### Cells coloured by class, run 1

Scale: 4 px per um.
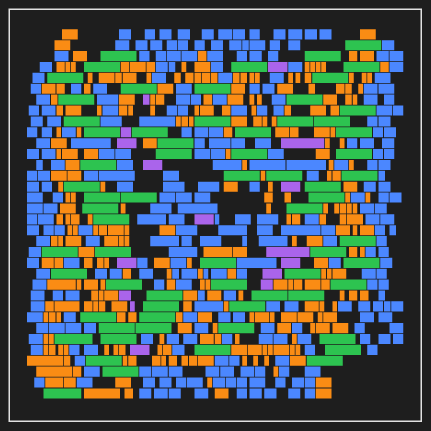
### Nets reached from selected ports, run 1

Scale: 3 px per um.
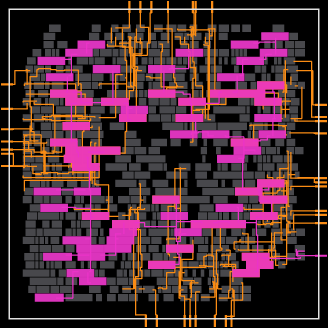
### Cell area per tile, run 1

Scale: 4 px per um. The die is cut into 10 by 10 equal tiles; dark blue is low, red is high, 0 to 100% covered.
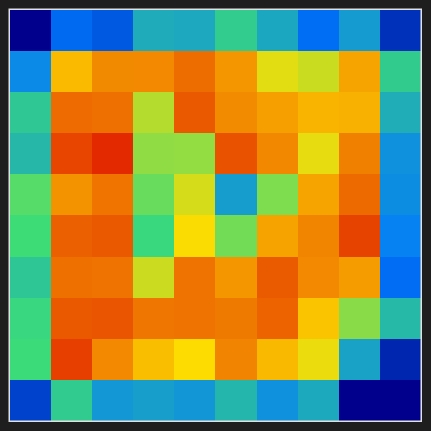
--- config.mk ---
export PLATFORM = sky130hd
export DESIGN_NAME = pc_sequencer
export DESIGN_NICKNAME = d
export VERILOG_FILES = /design/src/rtl/pc_sequencer.sv
export SDC_FILE = /design/constraint.sdc
export NUM_CORES = 1
export LEC_CHECK = 0
export ABC_AREA = 1
export CAP_MARGIN = 20
export CORE_MARGIN = 4
export CORE_UTILIZATION = 36
export DETAILED_ROUTE_END_ITERATION = 10
export GPL_TIMING_DRIVEN = 0
export PLACE_DENSITY = 0.85
export SYNTH_ARGS = -nofsm -noshare
export SYNTH_HDL_FRONTEND = slang
export SYNTH_SLANG_ARGS = --single-unit
--- constraint.sdc ---
create_clock -name clk -period 1.3 [get_ports clk]
set_input_delay 0.13 -clock clk [delete_from_list [all_inputs] [get_ports clk]]
set_output_delay 0.13 -clock clk [all_outputs]
set_load 0.02 [all_outputs]
--- src/rtl/pc_sequencer.sv ---
// Program-counter sequencer for the MiniRISC fetch path: owns the PC, the
// run/stall/halt FSM and the link register, and steps through an external +1 incrementer.
module pc_sequencer #(
   parameter int unsigned WIDTH    = 32,
   parameter logic [WIDTH-1:0] RESET_PC = '0
) (
   input  logic             clk,
   input  logic             rst_n,
   input  logic             start,
   input  logic             stall,
   input  logic             halt_req,
   input  logic             branch_taken,
   input  logic             branch_link,
   input  logic [WIDTH-1:0] branch_target,
   output logic [WIDTH-1:0] inc_operand,
   input  logic [WIDTH-1:0] inc_result,
   output logic [WIDTH-1:0] pc,
   output logic             pc_valid,
   output logic [WIDTH-1:0] link_addr,
   output logic             wrap,
   output logic             halted,
   output logic [1:0]       state
);

   typedef enum logic [1:0] {
      IDLE  = 2'b00,
      RUN   = 2'b01,
      STALL = 2'b10,
      HALT  = 2'b11
   } state_t;

   state_t           state_q;
   state_t           state_d;
   logic [WIDTH-1:0] pc_q;
   logic [WIDTH-1:0] pc_d;
   logic [WIDTH-1:0] link_q;
   logic [WIDTH-1:0] link_d;
   logic             wrap_q;
   logic             wrap_d;

   logic             run_seq;
   logic             run_branch;
   logic             pc_all_ones;

   // RUN-state decode in priority order: halt, then stall, then branch, then sequential step.
   assign run_branch  = (state_q == RUN) && !halt_req && !stall && branch_taken;
   assign run_seq     = (state_q == RUN) && !halt_req && !stall && !branch_taken;
   assign pc_all_ones = (pc_q == {WIDTH{1'b1}});

   always_ff @(posedge clk or negedge rst_n) begin
      if (!rst_n) begin
         state_q <= IDLE;
         pc_q    <= RESET_PC;
         link_q  <= '0;
         wrap_q  <= 1'b0;
      end else begin
         state_q <= state_d;
         pc_q    <= pc_d;
         link_q  <= link_d;
         wrap_q  <= wrap_d;
      end
   end

   always_comb begin
      state_d = state_q;
      unique case (state_q)
         IDLE: begin
            if (start) state_d = RUN;
         end
         RUN: begin
            if (halt_req)   state_d = HALT;
            else if (stall) state_d = STALL;
         end
         STALL: begin
            if (halt_req)    state_d = HALT;
            else if (!stall) state_d = RUN;
         end
         HALT: begin
            if (start) state_d = RUN;
         end
         default: state_d = IDLE;
      endcase
   end

   // Sequential PCs always come from the shared incrementer, never from a local adder.
   always_comb begin
      pc_d   = pc_q;
      link_d = link_q;
      wrap_d = 1'b0;
      if (run_branch) begin
         pc_d = branch_target;
         if (branch_link) link_d = inc_result;
      end else if (run_seq) begin
         pc_d   = inc_result;
         wrap_d = pc_all_ones;
      end
   end

   assign inc_operand = pc_q;
   assign pc          = pc_q;
   assign link_addr   = link_q;
   assign wrap        = wrap_q;
   assign state       = state_q;
   assign pc_valid    = (state_q == RUN);
   assign halted      = (state_q == HALT);

endmodule
==> notes.md, run 1 <==
impl run done, here's what came out: outcome finished, violations left, violated checks negative setup slack, CP max FO 4, Routed WL per cell 19.18 um, Die Height 102.7 um, routed via count between 3,000 and 4,000, worst endpoint required time ~1.6 ns, hold_sp branch_link, comb area leader simple AND/OR/NAND/NOR gates, Worst Hold End link_addr[0], Max Cap Viol 0, H-Tree Depth 3, critical-path cell list buf_4, buf_6, ha_4, inv_2, or2_4, nand3_4, nand2_1, o21ai_1, Setup Skew 0.01206 ns, clock tree sinks roughly 67, layout cell share with drive strength beyond 1 between 40% and 50%, Worst setup EP type register, Layout area overhead 106.4%, grt total ovfl 0, RSZ-0062 raised after global routing true, top_reg_cell synth dfrtp_1, Die Width a little over 100 um, post-placement cell count 670, Slew Viols, Final 0, xor/xnor share 0%, most common cell in the synthesized netlist nand2_1, ys async rst share 100.0%, CP bufs+invs 3, CTS clock-pin slew for the worst setup and hold paths ~0.08 ns, final setup vio count 69, Diodes inserted 0, Final Worst Setup Slack -0.2390 ns, Detail Placement HPWL 8.374 mm, Final Non-Filler Cells 748, worst setup path class register to register, synth cell count leaders nand2_1 (176), dfrtp_1 (67), nand3_1 (66), buf_4 (34), nor2_1 (9), worst endpoint data arrival time 1.80 ns, 1st-iter DRT viols 123, post-DR vias/cell between 5 and 6, synthesized flop and latch total between 60 and 70, worst slew pin tran 0.8611 ns, top cells by area dfrtp_1 (52%), nand2_1 (20%), nand3_1 (10%), Hold Vio Cnt, Final 0, peak supply drop 1.726 mV, Die Size 10,540 um^2, synthesis area per yosys 3226 um^2, flip-flops with a built-in enable 0, Post-synth mux share 0%
Back to the opening pictures, 'Cells coloured by class':
- sequential cells: green (cells 67; share of their area 26%)
- remaining buffers and delay cells: blue (cells 284; share of their area 43%)
- remaining logic cells: orange (cells 273; share of their area 28%)
- clock drivers and dummy loads: purple (cells 16; share of their area 3.3%)
CORE AREA: 8721 um^2
Seq area share: 25.23%

Back to the opening pictures, 'Nets reached from selected ports':
- `pc`: orange (bits 32; direction output; edge 10 right, 8 bottom, 7 left, 7 top; end cells 32; wire 2,110 um)
- `rst_n`: magenta (bits 1; direction input; edge right; end cells 67; wire 492 um)
port bufs: 170
io pins: 172

Back to the opening pictures, 'Cell area per tile':
- nearly empty tiles: 3.0%
- mean over tiles: 62%
- emptiest ninth of the die: lower right
initial core utilization: 36.99%
Final Util: 76.33%

-- run 1: worst register-to-register path: stages (launching register included) --
cell and delay, ns:
dfrtp_2 0.42, buf_4 0.15, buf_6 0.12, ha_4 0.25, inv_2 0.03, or2_4 0.25
nand3_4 0.08, nand2_1 0.06, o21ai_1 0.09
-- run 1: cell families after synthesis --
kind of cell               after synthesis
and+or+nand+nor                        260
DFF                                     67
buffers and inverters                   58
adders and majority gates                4
AOI/OAI and AO/OA                        3
-- run 1: layer usage --
| layer | routed length, um | GRT usage (%) |
|---|---|---|
| met5 | 0 | 0 |
| met4 | 398 | 11.40 |
| met3 | 1222 | 5.277 |
| met2 | 7723 | 46.72 |
| met1 | 5003 | 29.75 |
-- run 1: cell type report --
class / instances / area (um^2) / share of cell area (%)
plain buffers: 51 / 498.0 / 7.481
clock buffers: 10 / 127.6 / 1.917
clock inverters: 6 / 90.09 / 1.353
inverters: 6 / 22.52 / 0.3383
multi-input cells: 267 / 1785 / 26.82
flip-flops and latches: 67 / 1679 / 25.23
well taps: 108 / 135.1 / 2.030
repair buffers: 233 / 2318 / 34.83
-- run 1: state kept, by name, indices dropped and copies added, names as in the netlist --
| signal | flops |
|---|---|
| inc_operand | 32 |
| link_addr | 32 |
| state | 2 |
| wrap | 1 |
-- run 1: placed cells by master (no fill, tap or decap), types with 3 or more instances in the layout --
master	count
nand3_2	36
buf_8	9
nand2_4	35
ha_4	3
clkbuf_16	3
buf_16	5
nand2_2	40
buf_4	72
nand2_1	100
dlygate4sd2_1	64
nor2_1	9
nand4_1	4
inv_1	4
clkdlybuf4s50_1	68
clkbuf_1	4
buf_2	8
clkbuf_8	9
nand3_1	29
clkdlybuf4s15_1	3
dfrtp_1	65
buf_6	39
buf_12	7
-- run 1: worst max-delay path by stage --
stage,endpoint,slack (ns),cells after the start,startpoint
after floorplan,link_addr[31],-0.09,8,state[1]
after global placement,state[0],-2.35,1,rst_n
after detailed placement,inc_operand[25],-0.35,6,halt_req
after CTS,pc_valid,-0.21,3,state[1]
after global routing,link_addr[11],-0.27,9,state[1]
final,state[0],-0.24,8,state[1]
-- run 1: power breakdown --
group / leakage, uW / switching, uW / total [uW] / internal [uW]
Sequential: 0.000844 / 839 / 3910 / 3070
Combinational: 0.00261 / 4520 / 8850 / 4330
Clock: 0.000106 / 852 / 1940 / 1080
Total: 0.00357 / 6220 / 14700 / 8480
-- run 1: stage by stage --
step                setup WS (ns)  TNS [ns]  hold WS, ns
global route              -0.2683    -14.94       0.1004
CTS                       -0.2078    -9.538      0.08150
finish                    -0.2390    -12.70       0.1011
floorplan                -0.08582    -4.425      -0.1656
global placement           -2.345   -156.21       0.4365
detailed placement        -0.3547    -18.12       0.2946
-- run 1: repair_timing --
action / in CTS / in global routing
pin swaps: 11 / 19
gates resized: 331 / 140
endpoints found under the setup margin: 168 / 96
hold endpoints to repair: 67 / 0
gates cloned: 8 / 3
setup buffers: 51 / 14
hold buffers: 1 / 0
--- run 2 (diff from run 1) ---
==> constraint.sdc (replaced) <==
create_clock -name clk -period 1.4 [get_ports clk]
set_input_delay 0.14 -clock clk [delete_from_list [all_inputs] [get_ports clk]]
set_output_delay 0.14 -clock clk [all_outputs]
set_load 0.02 [all_outputs]
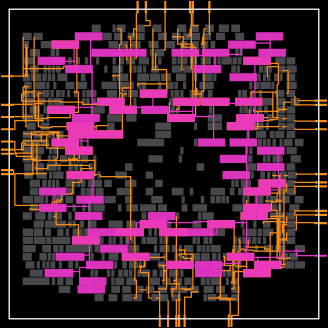
*Nets reached from selected ports, run 2*
Scale: 3 px per um.
- `rst_n`: magenta (bits 1; direction input; edge right; end cells 67; wire 481 um)
- `pc`: orange (bits 32; direction output; edge 10 right, 9 left, 7 bottom, 6 top; end cells 32; wire 1,710 um)

==> run 2 against run 1 <==
  * Critical path depth shrank 5
  * Design area shrank 18%
  * Count of clock-buffer cells in the layout grew 2
  * Sequential cell count is the same
  * Clock power shrank about 30%
  * The run still ends with negative setup slack left
==> notes.md, run 2 <==
impl run done, here's what came out: Hold Vio Cnt, Final 0 (unchanged), routed via count 3,376 (was 3,823), post-placement cell count 670 (unchanged), clock tree sinks 67 (unchanged), worst slew pin tran 0.8437 ns (was 0.8611 ns), worst endpoint data arrival time 1.34 ns (was 1.80 ns), RSZ-0062 raised after global routing true (unchanged), Slew Viols, Final 0 (unchanged), violated checks negative setup slack (unchanged), H-Tree Depth 3 (unchanged), outcome finished, violations left (unchanged), Final Worst Setup Slack -0.07596 ns (was -0.2390 ns), Die Height 102.7 um (unchanged), Worst setup EP type output pin (was register), layout cell share with drive strength beyond 1 17.62% (was 44.69%), pre-CTS WS -0.2302 ns (was -0.3547 ns), Die Size 10,540 um^2 (unchanged), CP max FO 3 (was 4), post-DR vias/cell 4.795 (was 5.111), critical-path cell list inv_2, ha_4, dlygate4sd2_1 (was buf_4, buf_6, ha_4, inv_2, or2_4, nand3_4, nand2_1, o21ai_1), final setup vio count 36 (was 69), Detail Placement HPWL 8.357 mm (was 8.374 mm), Die Width 102.7 um (unchanged), most frequent cells in the layout nand2_1 (172), dlygate4sd2_1 (97), clkdlybuf4s50_1 (68) (was nand2_1 (100), buf_4 (72), clkdlybuf4s50_1 (68)), grt total ovfl 0 (unchanged), Max Cap Viol 0 (unchanged), top cells by area dfrtp_1 (52%), nand2_1 (20%), nand3_1 (10%) (unchanged)
[run 2: layout make-up]
class | count | area (um^2) | area share (%)
clock buffer | 12 | 145.1 | 2.672
sequential | 67 | 1680 | 30.94
buffer | 51 | 429.2 | 7.901
inverter | 6 | 25.02 | 0.4607
clock inverter | 3 | 15.01 | 0.2764
tap | 108 | 135.1 | 2.488
timing repair buffer | 190 | 1752 | 32.25
multi-input combinational | 267 | 1250 | 23.01
[run 2: metal layers]
metal  global-route usage, %  wire [um]
met5                       0          0
met4                   7.467        212
met2                   36.54       5692
met1                   26.90       4621
met3                   5.480        806
[run 2: critical path: cells and delay by family (launching register included)]
family	cells	cell delay [ns]
fa+ha+maj	1	0.16
buf+inv	2	0.42
flops	1	0.43
[run 2: power by group]
part           switching (uW)  total [uW]  internal, uW
clock                     682        1360           674
combinational            3450        6300          2840
sequential                775        3630          2850
[run 2: what timing repair did]
| action | 4_1_cts | 5_1_grt |
|---|---|---|
| endpoints found under the setup margin | 168 | 76 |
| resized | 118 | 31 |
| setup buffers | 3 | 15 |
| gates cloned | 0 | 1 |
| hold endpoints to repair | 67 | 0 |
| hold buffers | 1 | 0 |
| pin swaps | 1 | 4 |
[run 2: through the flow]
| stage | TNS [ns] | total power [uW] |
|---|---|---|
| after floorplan | 0 | 7042 |
| after global placement | -144.03 | 10340 |
| after detailed placement | -10.83 | 10550 |
| after CTS | -3.185 | 10990 |
| after global routing | -4.827 | 12040 |
| final | -0.5385 | 11280 |
[run 2: logic make-up after synthesis]
family                   count (synthesis)  share of synthesized area, %
AND/OR/NAND/NOR                        260                         33.67
flip-flops                              67                         51.98
buffers and inverters                   58                         12.33
adder cells (fa/ha/maj)                  4                         1.552
AND-OR/OR-AND                            3                        0.4653
[run 2: final timing paths]
path	startpoint	end	slack (ns)	cells past startpoint
worst max-delay path	state[1]	pc_valid	-0.08	3
worst min-delay path	branch_link	link_addr[1]	0.10	3
worst max register to register	state[1]	link_addr[13]	-0.04	8
worst min register to register	link_addr[24]	link_addr[24]	0.47	2
max in group asynchronous	rst_n	state[0]	0.34	2
min in group asynchronous	rst_n	inc_operand[0]	0.47	2
--- run 3 (diff from run 2) ---
--- a/config.mk
+++ b/config.mk
@@ -12,6 +12,7 @@
 export DETAILED_ROUTE_END_ITERATION = 10
 export GPL_TIMING_DRIVEN = 0
 export PLACE_DENSITY = 0.85
+export SKIP_CTS_REPAIR_TIMING = 1
 export SYNTH_ARGS = -nofsm -noshare
 export SYNTH_HDL_FRONTEND = slang
 export SYNTH_SLANG_ARGS = --single-unit
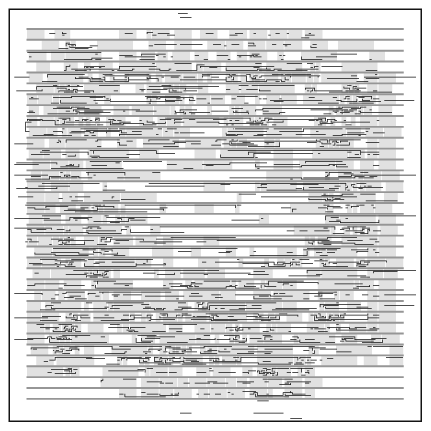
*Met1 routing, run 3*
Scale: 4 px per um. Supply wires on this layer in grey.
- main direction: horizontal
- share of all routed wire: 38%
- wire length on this layer: 4,590 um
- longest straight run: 49.2 um
- nets with wire on the layer: 567
routed via count: 3,456
met1 usage in global routing: 26.69%
total wire length: 12.11 mm

==> run 3 against run 2 <==
  * The flow still finishes with violations (negative setup slack)
  * Count of clock-buffer cells in the layout unchanged
  * Register-to-register slack worse by 0.09 ns
  * Non-clock buffer count down 5
  * Combinational power is about 10% higher
  * Largest power group unchanged
==> notes.md, run 3 <==
impl run done, here's what came out: CP max FO 10 (was 3), Hold Vio Cnt, Final 0 (unchanged), CP bufs+invs 3 (was 2), Setup TNS -5.387 ns (was -0.5385 ns), clock tree sinks 67 (unchanged), port bufs 170 (unchanged), most common cell in the synthesized netlist nand2_1 (unchanged), Max Cap Viol 0 (unchanged), H-Tree Depth 3 (unchanged), final hold slack 0.1211 ns (was 0.1048 ns), ys async rst share 100.0% (unchanged), final setup vio count 65 (was 36), Total Power 11,970 uW (was 11,280 uW), Worst setup EP type register (was output pin), Final Worst Setup Slack -0.1331 ns (was -0.07596 ns), logic gate share of total power 58.1% (was 55.8%), synth cell count leaders nand2_1 (176), dfrtp_1 (67), nand3_1 (66), buf_4 (34), nor2_1 (9) (unchanged), sw frac 41.65% (was 43.51%), Layout area overhead 86.11% (was 68.39%), Die Height 102.7 um (unchanged), grt total ovfl 0 (unchanged), violated checks negative setup slack (unchanged), post-placement cell count 670 (unchanged), P_sw 4987 uW (was 4907 uW), Int Pwr 6987 uW (was 6370 uW), worst setup path class register to register (was register to output pin), outcome finished, violations left (unchanged), synthesis area per yosys 3226 um^2 (unchanged), Seq pwr share 30.5% (was 32.2%), Final Non-Filler Cells 699 (was 704)
[run 3: netlist changes by cell type in the layout (fill, tap and decap cells not counted), sizes merged]
cell,delta
buf,-9
clkdlybuf4s15,-2
dlymetal6s2s,+100
dlygate4sd2,-97
clkbuf,+3
[run 3: logic make-up (layout without fill, tap and decap cells)]
group                    Yosys count  after routing  synth area share [%]
AND-OR/OR-AND                      3              3                0.4653
adder cells (fa/ha/maj)            4              4                 1.552
buffers and inverters             58            257                 12.33
flip-flops                        67             67                 51.98
AND/OR/NAND/NOR                  260            260                 33.67
[run 3: stage by stage]
stage	instance area, um^2	utilization [%]
final	6003	68.84
after global routing	6003	68.84
after CTS	5255	60.26
after detailed placement	5095	58.42
after global placement	5097	58.45
after floorplan	3261	-
[run 3: area by class of cell]
| type | instances | area [um^2] | area share [%] |
|---|---|---|---|
| Multi-Input combinational cell | 267 | 1443 | 24.03 |
| Tap cell | 108 | 135.1 | 2.251 |
| Clock buffer | 12 | 145.1 | 2.418 |
| Sequential cell | 67 | 1680 | 27.99 |
| Buffer | 52 | 442.9 | 7.378 |
| Clock inverter | 3 | 15.01 | 0.2501 |
| Inverter | 6 | 22.52 | 0.3752 |
| Timing Repair Buffer | 184 | 2120 | 35.31 |
[run 3: power groups by stage]
stage / logic [uW] / registers, uW / clock network, uW
6_report: 6950 / 3650 / 1370
5_1_grt: 7430 / 3790 / 1480
4_1_cts: 6870 / 3680 / 1390
3_5_place_dp: 6850 / 3700 / 0
3_3_place_gp: 6710 / 3630 / 0
2_1_floorplan: 2390 / 4650 / 0
[run 3: layer usage]
layer / global-route usage [%] / share of wire [%] / vias to the layer above
met5: 0 / 0 / -
met4: 7.164 / 2.2 / 0
met3: 5.480 / 8.3 / 23
met2: 36.25 / 52 / 158
met1: 26.69 / 38 / 1671
li1: - / - / 1604
[run 3: worst register-to-register path, delay by kind of cell, from the launching register on]
kind | cells | cell delay [ns]
AND/OR/NAND/NOR | 4 | 0.50
flip-flops | 1 | 0.42
buffers and inverters | 3 | 0.40
adder cells (fa/ha/maj) | 1 | 0.16
[run 3: final timing paths]
kind	end	from	slack, ns	depth (start not counted)
min	link_addr[1]	branch_link	0.12	3
min reg2reg	link_addr[24]	link_addr[24]	0.47	2
min in group asynchronous	inc_operand[2]	rst_n	0.48	2
max	link_addr[15]	state[1]	-0.13	8
max reg2reg	link_addr[15]	state[1]	-0.13	8
max in group asynchronous	state[0]	rst_n	0.33	2
Power figures rest on the tool's default switching activity, not on a simulated workload.
